### Gate-type map

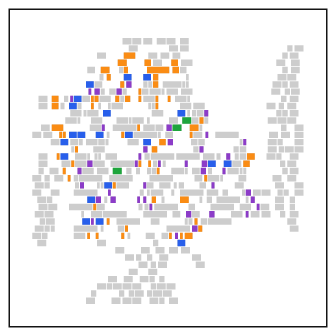
### Sizing map

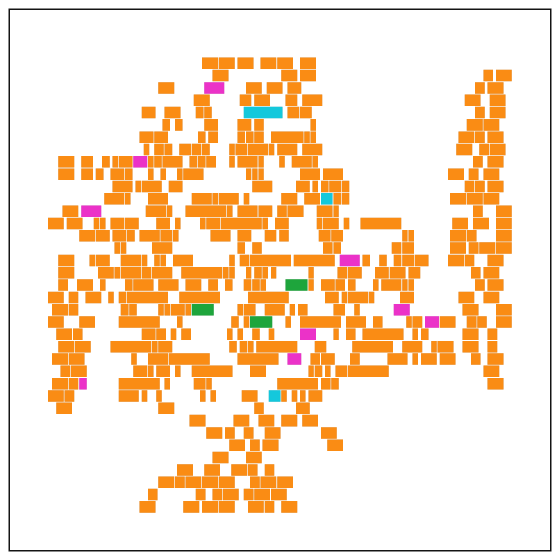
`src/rtl/conv_sched_pkg.sv`:
```
// conv_sched_pkg: shared constants, FSM states and result-select codes for the convolution sequencer.
package conv_sched_pkg;
    localparam int IMG_W  = 64;
    localparam int IMG_H  = 64;
    localparam int ADDR_W = 12;
    localparam int DATA_W = 20;
    localparam int TAPS   = 9;

    localparam logic [3:0] PH_BIAS  = 4'd9;
    localparam logic [3:0] PH_ROUND = 4'd10;
    localparam logic [3:0] CNT_OFF  = 4'd15;

    localparam logic [1:0] CSEL_NONE = 2'd0;
    localparam logic [1:0] CSEL_K0   = 2'd1;
    localparam logic [1:0] CSEL_K1   = 2'd2;

    typedef enum logic [2:0] {IDLE, PREF, RUN, DRAIN, WRITE, FIN} state_e;
endpackage

```
`src/rtl/conv_sched_tap.sv`:
```
// conv_tap_addr: maps window tap k of pixel (row, col) to an image address and a zero-padding flag.
module conv_tap_addr
    import conv_sched_pkg::*;
#(
    parameter int IMG_COLS = IMG_W,
    parameter int IMG_ROWS = IMG_H,
    localparam int CW = $clog2(IMG_COLS),
    localparam int RW = $clog2(IMG_ROWS)
)(
    input  logic [RW-1:0]     row,
    input  logic [CW-1:0]     col,
    input  logic [3:0]        k,
    output logic [ADDR_W-1:0] addr,
    output logic              pad
);
    logic [3:0] dy, dx;
    logic pad_r, pad_c;

    always_comb begin
        dy = k / 4'd3;
        dx = k % 4'd3;
        // offsets 0 and 2 step one row/col outside the centre; padding is decided before any subtraction
        pad_r = (dy == 4'd0 && row == '0) || (dy == 4'd2 && int'(row) == IMG_ROWS - 1);
        pad_c = (dx == 4'd0 && col == '0) || (dx == 4'd2 && int'(col) == IMG_COLS - 1);
        pad = pad_r || pad_c;
        addr = pad ? '0 : (ADDR_W'(row) + ADDR_W'(dy) - ADDR_W'(1)) * ADDR_W'(IMG_COLS)
                        + ADDR_W'(col) + ADDR_W'(dx) - ADDR_W'(1);
    end
endmodule

```
`src/rtl/conv_sched.sv`:
```
// conv_sched: raster-order sequencer driving a shared 3x3 MAC datapath, two kernels per pixel.
// Define CONV_DONE_CHECK_EN to add a sticky err output flagging a missing mac_done in DRAIN.
module conv_sched
    import conv_sched_pkg::*;
#(
    parameter int IMG_COLS = IMG_W,
    parameter int IMG_ROWS = IMG_H
)(
    input  logic              clk,
    input  logic              reset,
    input  logic              ready,
    output logic              busy,
    output logic              done,
    output logic [ADDR_W-1:0] iaddr,
    input  logic [DATA_W-1:0] idata,
    output logic [DATA_W-1:0] mac_fm,
    output logic [3:0]        mac_counter,
    output logic              mac_sel_kernal,
    output logic              mac_clk_en,
    input  logic [DATA_W-1:0] mac_pixel,
    input  logic              mac_done,
    output logic              cwr,
    output logic [ADDR_W-1:0] caddr_wr,
    output logic [DATA_W-1:0] cdata_wr,
    output logic [1:0]        csel
`ifdef CONV_DONE_CHECK_EN
    ,
    output logic              err
`endif
);
    localparam int CW = $clog2(IMG_COLS);
    localparam int RW = $clog2(IMG_ROWS);

    state_e state_q, state_d;
    logic [RW-1:0] row_q, row_d;
    logic [CW-1:0] col_q, col_d;
    logic kern_q, kern_d;
    logic [3:0] cnt_q, cnt_d;
    logic pad_q, pad_d;
    logic [3:0] tap_k;
    logic [ADDR_W-1:0] tap_addr;
    logic tap_pad, col_end, last_px, wr;

    conv_tap_addr #(.IMG_COLS(IMG_COLS), .IMG_ROWS(IMG_ROWS)) u_tap (
        .row(row_q), .col(col_q), .k(tap_k), .addr(tap_addr), .pad(tap_pad)
    );

    // the address for tap k+1 goes out while tap k is consumed, matching the 1-cycle read latency
    assign tap_k   = state_q == RUN ? cnt_q + 4'd1 : 4'd0;
    assign col_end = int'(col_q) == IMG_COLS - 1;
    assign last_px = col_end && int'(row_q) == IMG_ROWS - 1;
    assign wr      = state_q == WRITE;

    always_ff @(posedge clk or negedge reset) begin
        if (!reset) begin
            state_q <= IDLE;
            row_q   <= '0;
            col_q   <= '0;
            kern_q  <= 1'b0;
            cnt_q   <= '0;
            pad_q   <= 1'b0;
        end else begin
            state_q <= state_d;
            row_q   <= row_d;
            col_q   <= col_d;
            kern_q  <= kern_d;
            cnt_q   <= cnt_d;
            pad_q   <= pad_d;
        end
    end

    always_comb begin
        state_d = state_q;
        row_d   = row_q;
        col_d   = col_q;
        kern_d  = kern_q;
        cnt_d   = '0;
        pad_d   = tap_pad;
        case (state_q)
            IDLE: if (ready) begin
                state_d = PREF;
                row_d   = '0;
                col_d   = '0;
                kern_d  = 1'b0;
            end
            PREF: state_d = RUN;
            RUN: begin
                cnt_d   = cnt_q + 4'd1;
                state_d = cnt_q == PH_ROUND ? DRAIN : RUN;
            end
            DRAIN: state_d = WRITE;
            WRITE: begin
                kern_d  = !kern_q;
                col_d   = kern_q ? (col_end ? '0 : col_q + CW'(1)) : col_q;
                row_d   = (kern_q && col_end) ? row_q + RW'(1) : row_q;
                state_d = (kern_q && last_px) ? FIN : PREF;
            end
            default: state_d = IDLE;
        endcase
    end

    always_comb begin
        busy           = state_q inside {PREF, RUN, DRAIN, WRITE};
        done           = state_q == FIN;
        iaddr          = (state_q == PREF || (state_q == RUN && cnt_q < 4'(TAPS - 1))) ? tap_addr : '0;
        mac_fm         = (state_q == RUN && cnt_q < PH_BIAS && !pad_q) ? idata : '0;
        mac_counter    = state_q == RUN ? cnt_q : CNT_OFF;
        mac_clk_en     = state_q == RUN;
        mac_sel_kernal = kern_q;
        cwr            = wr;
        caddr_wr       = wr ? ADDR_W'(row_q) * ADDR_W'(IMG_COLS) + ADDR_W'(col_q) : '0;
        cdata_wr       = wr ? mac_pixel : '0;
        csel           = wr ? (kern_q ? CSEL_K1 : CSEL_K0) : CSEL_NONE;
    end

`ifdef CONV_DONE_CHECK_EN
    logic err_q, err_d;

    always_ff @(posedge clk or negedge reset) begin
        if (!reset) err_q <= 1'b0;
        else        err_q <= err_d;
    end

    always_comb begin
        err_d = (state_q == IDLE && ready) ? 1'b0 : err_q || (state_q == DRAIN && !mac_done);
    end

    assign err = err_q;
`else
    logic unused_mac_done;
    assign unused_mac_done = mac_done;
`endif
endmodule
```
`config.mk`:
```
export PLATFORM = sky130hd
export DESIGN_NAME = conv_sched
export DESIGN_NICKNAME = d
export VERILOG_FILES = /design/src/rtl/conv_sched_pkg.sv /design/src/rtl/conv_sched_tap.sv /design/src/rtl/conv_sched.sv
export SDC_FILE = /design/constraint.sdc
export NUM_CORES = 1
export LEC_CHECK = 0
export CORE_MARGIN = 8
export CORE_UTILIZATION = 25
export DETAILED_ROUTE_END_ITERATION = 7
export SLEW_MARGIN = 20
export SYNTH_ARGS = -nofsm -noshare
export SYNTH_HDL_FRONTEND = slang
export SYNTH_SLANG_ARGS = --single-unit
```
`constraint.sdc`:
```
create_clock -name clk -period 14.3 [get_ports clk]
set_input_delay 2.145 -clock clk [delete_from_list [all_inputs] [get_ports clk]]
set_output_delay 2.145 -clock clk [all_outputs]
set_load 0.05 [all_outputs]
```
==> results.py <==
# Generated from Yosys and OpenROAD reports
metrics = {
    "drt": {
        "m1WireLength_mm": 3.47,
        "dr.max_layer_used": "met4",
        "avgViaCountPerCell": 4.56,
    },
    "critical_path": {
        "criticalPathCategory": "flip-flop to output pin",
        "critical_path.reg2reg.startpoint": "state_q[2]",
        "critical_path.slowest_cell": "clkdlybuf4s50_1",
        "arrival_ns": 6.56,
        "critical_path_buf_inv_count": 5,
        "crit_family": "simple AND/OR/NAND/NOR gates",
    },
    "yosys": {
        "ys_top_cells_by_area": "dfrtp_1 (20%), ha_1 (17%), and2_1 (10%)",
        "synth-edff-count": 0,
        "ys_cells": 342,
        "synth.distinct_cells": 49,
        "synth_area_leader_cell": "dfrtp_1",
        "post_synth.cell_area_avg_um2": 7.79,
        "synth_cells": 342,
        "top_cells_by_count": "and2_1 (43), inv_1 (39), ha_1 (36), nor2_1 (31), dfrtp_1 (21)",
    },
    "cts": {
        "clock_sinks": 21,
        "clock_tree.buffer_depth": 2,
        "cts_made_buffers": 3,
        "insertion_delay_ns": 0.26,
    },
    "power": {
        "pwr_density_cell_nw_per_um2": 131,
        "power.group.top": "combinational cells",
        "power.share.clock_pct": 7.6,
        "power_report.internal_total_uw": 242,
        "power.combinational.total_uw": 401,
        "leakage_dissipation_uw": 0.00173,
        "proportion_of_total_power_due_to_net_switching_pct": 53.7,
    },
    "finish": {
        "nMultiInputCombCells": 267,
        "inverters_excl_clock": 41,
        "comb_cell_area_um2": 1930,
        "fin_nets": 534,
        "design.seq.count": 21,
        "syn2layout_area_growth_pct": 50.3,
        "nonClockBufferCount": 119,
        "layout_top_cells": "clkdlybuf4s50_1 (116), and2_1 (43), inv_1 (39)",
    },
    "placed_design": {
        "number_of_input_and_output_port_buffers_inserted": 117,
        "placedCellCount": 584,
    },
    "die": {
        "chipWidth_um": 119,
        "core_region_area_um2": 10300,
        "floorplanUtilization_pct": 25.8,
    },
    "job": {
        "stage_log_warnings": 36,
        "maxcap_viol_count": 0,
    },
    "sta": {
        "timing.fmax_mhz": 115,
        "report.final.setup_viol": 0,
        "worst-slew-pin-transition_ns": 0.704,
    },
    "global_routing": {
        "met1_usage_pct": 12.7,
        "met3_demand_to_capacity_share_in_global_routing_pct": 3.26,
        "global_route_wire_length_before_repair_mm": 13.2,
    },
    "status": {
        "outcome": "complete, no violations",
    },
}
About 'Gate-type map':
Key: NOR gates = orange [cells 59, most used nor2_1]; XOR/XNOR gates = blue [cells 21, most used xnor2_1]; NAND gates = purple [cells 41, most used nand2_1]; multiplexers = green [cells 3, most used mux2i_1]
multi-input gate share of the layout cell area: 48.1%
most frequent logic cell in the layout: clkdlybuf4s50_1
final non-filler cell total: 588

About 'Sizing map':
Key: drive 3 to 4 = cyan [cells 3, share 0.66%, most used buf_4]; drive 1 or less = orange [cells 437, share 97%, most used clkdlybuf4s50_1]; drive 6 and up = green [cells 3, share 0.66%, most used clkbuf_8]; drive 2 = magenta [cells 9, share 2.0%]

state kept, by name, summed over array words and instances, names as in the netlist:
| register | count |
|---|---|
| cnt_q | 4 |
| pad_q | 1 |
| mac_sel_kernal | 1 |
| row_q | 6 |
| col_q | 6 |
| state_q | 3 |
final timing paths:
check | end | slack [ns] | cells after the start
min in group asynchronous | row_q[5] | 1.84 | 1
worst min register to register | col_q[0] | 0.53 | 1
max in group asynchronous | col_q[5] | 12.13 | 1
worst min-delay path | col_q[0] | 0.53 | 1
worst max-delay path | iaddr[11] | 5.60 | 25
worst max register to register | pad_q | 10.07 | 15
per-stage QoR:
stage | worst slack [ns] | total power, µW | area [µm²] | hold WS (ns) | utilization [%]
6_report | 5.60 | 523 | 4000 | 0.525 | 38.8
5_1_grt | 4.98 | 568 | 4000 | 0.550 | 38.8
4_1_cts | 5.57 | 526 | 4000 | 0.532 | 38.7
3_5_place_dp | 5.90 | 484 | 3950 | 0.518 | 38.3
3_3_place_gp | 5.98 | 478 | 3950 | 0.506 | 38.3
2_1_floorplan | 5.58 | 381 | 2660 | 0.484 | -
kinds of logic after synthesis:
| group | synth area share (%) |
|---|---|
| AOI/OAI and AO/OA | 12.6 |
| and+or+nand+nor | 33.7 |
| buffers and inverters | 8.22 |
| muxes | 1.13 |
| DFF | 19.7 |
| adders and majority gates | 17.7 |
| xor gates and xnor gates | 6.91 |
worst reg2reg max path: stages, from the launching register on:
cell	delay, ns
dfrtp_1	0.47
or3b_1	0.40
clkinv_1	0.20
nand2b_1	0.13
nor2_1	0.11
ha_1	0.15
inv_1	0.04
ha_1	0.27
and3_1	0.18
a21o_1	0.25
ha_1	0.28
nor4bb_1	0.45
buf_4	0.26
nor3b_1	0.07
o32a_1	0.56
or2_1	0.29
Power figures rest on the tool's default switching activity, not on a simulated workload.
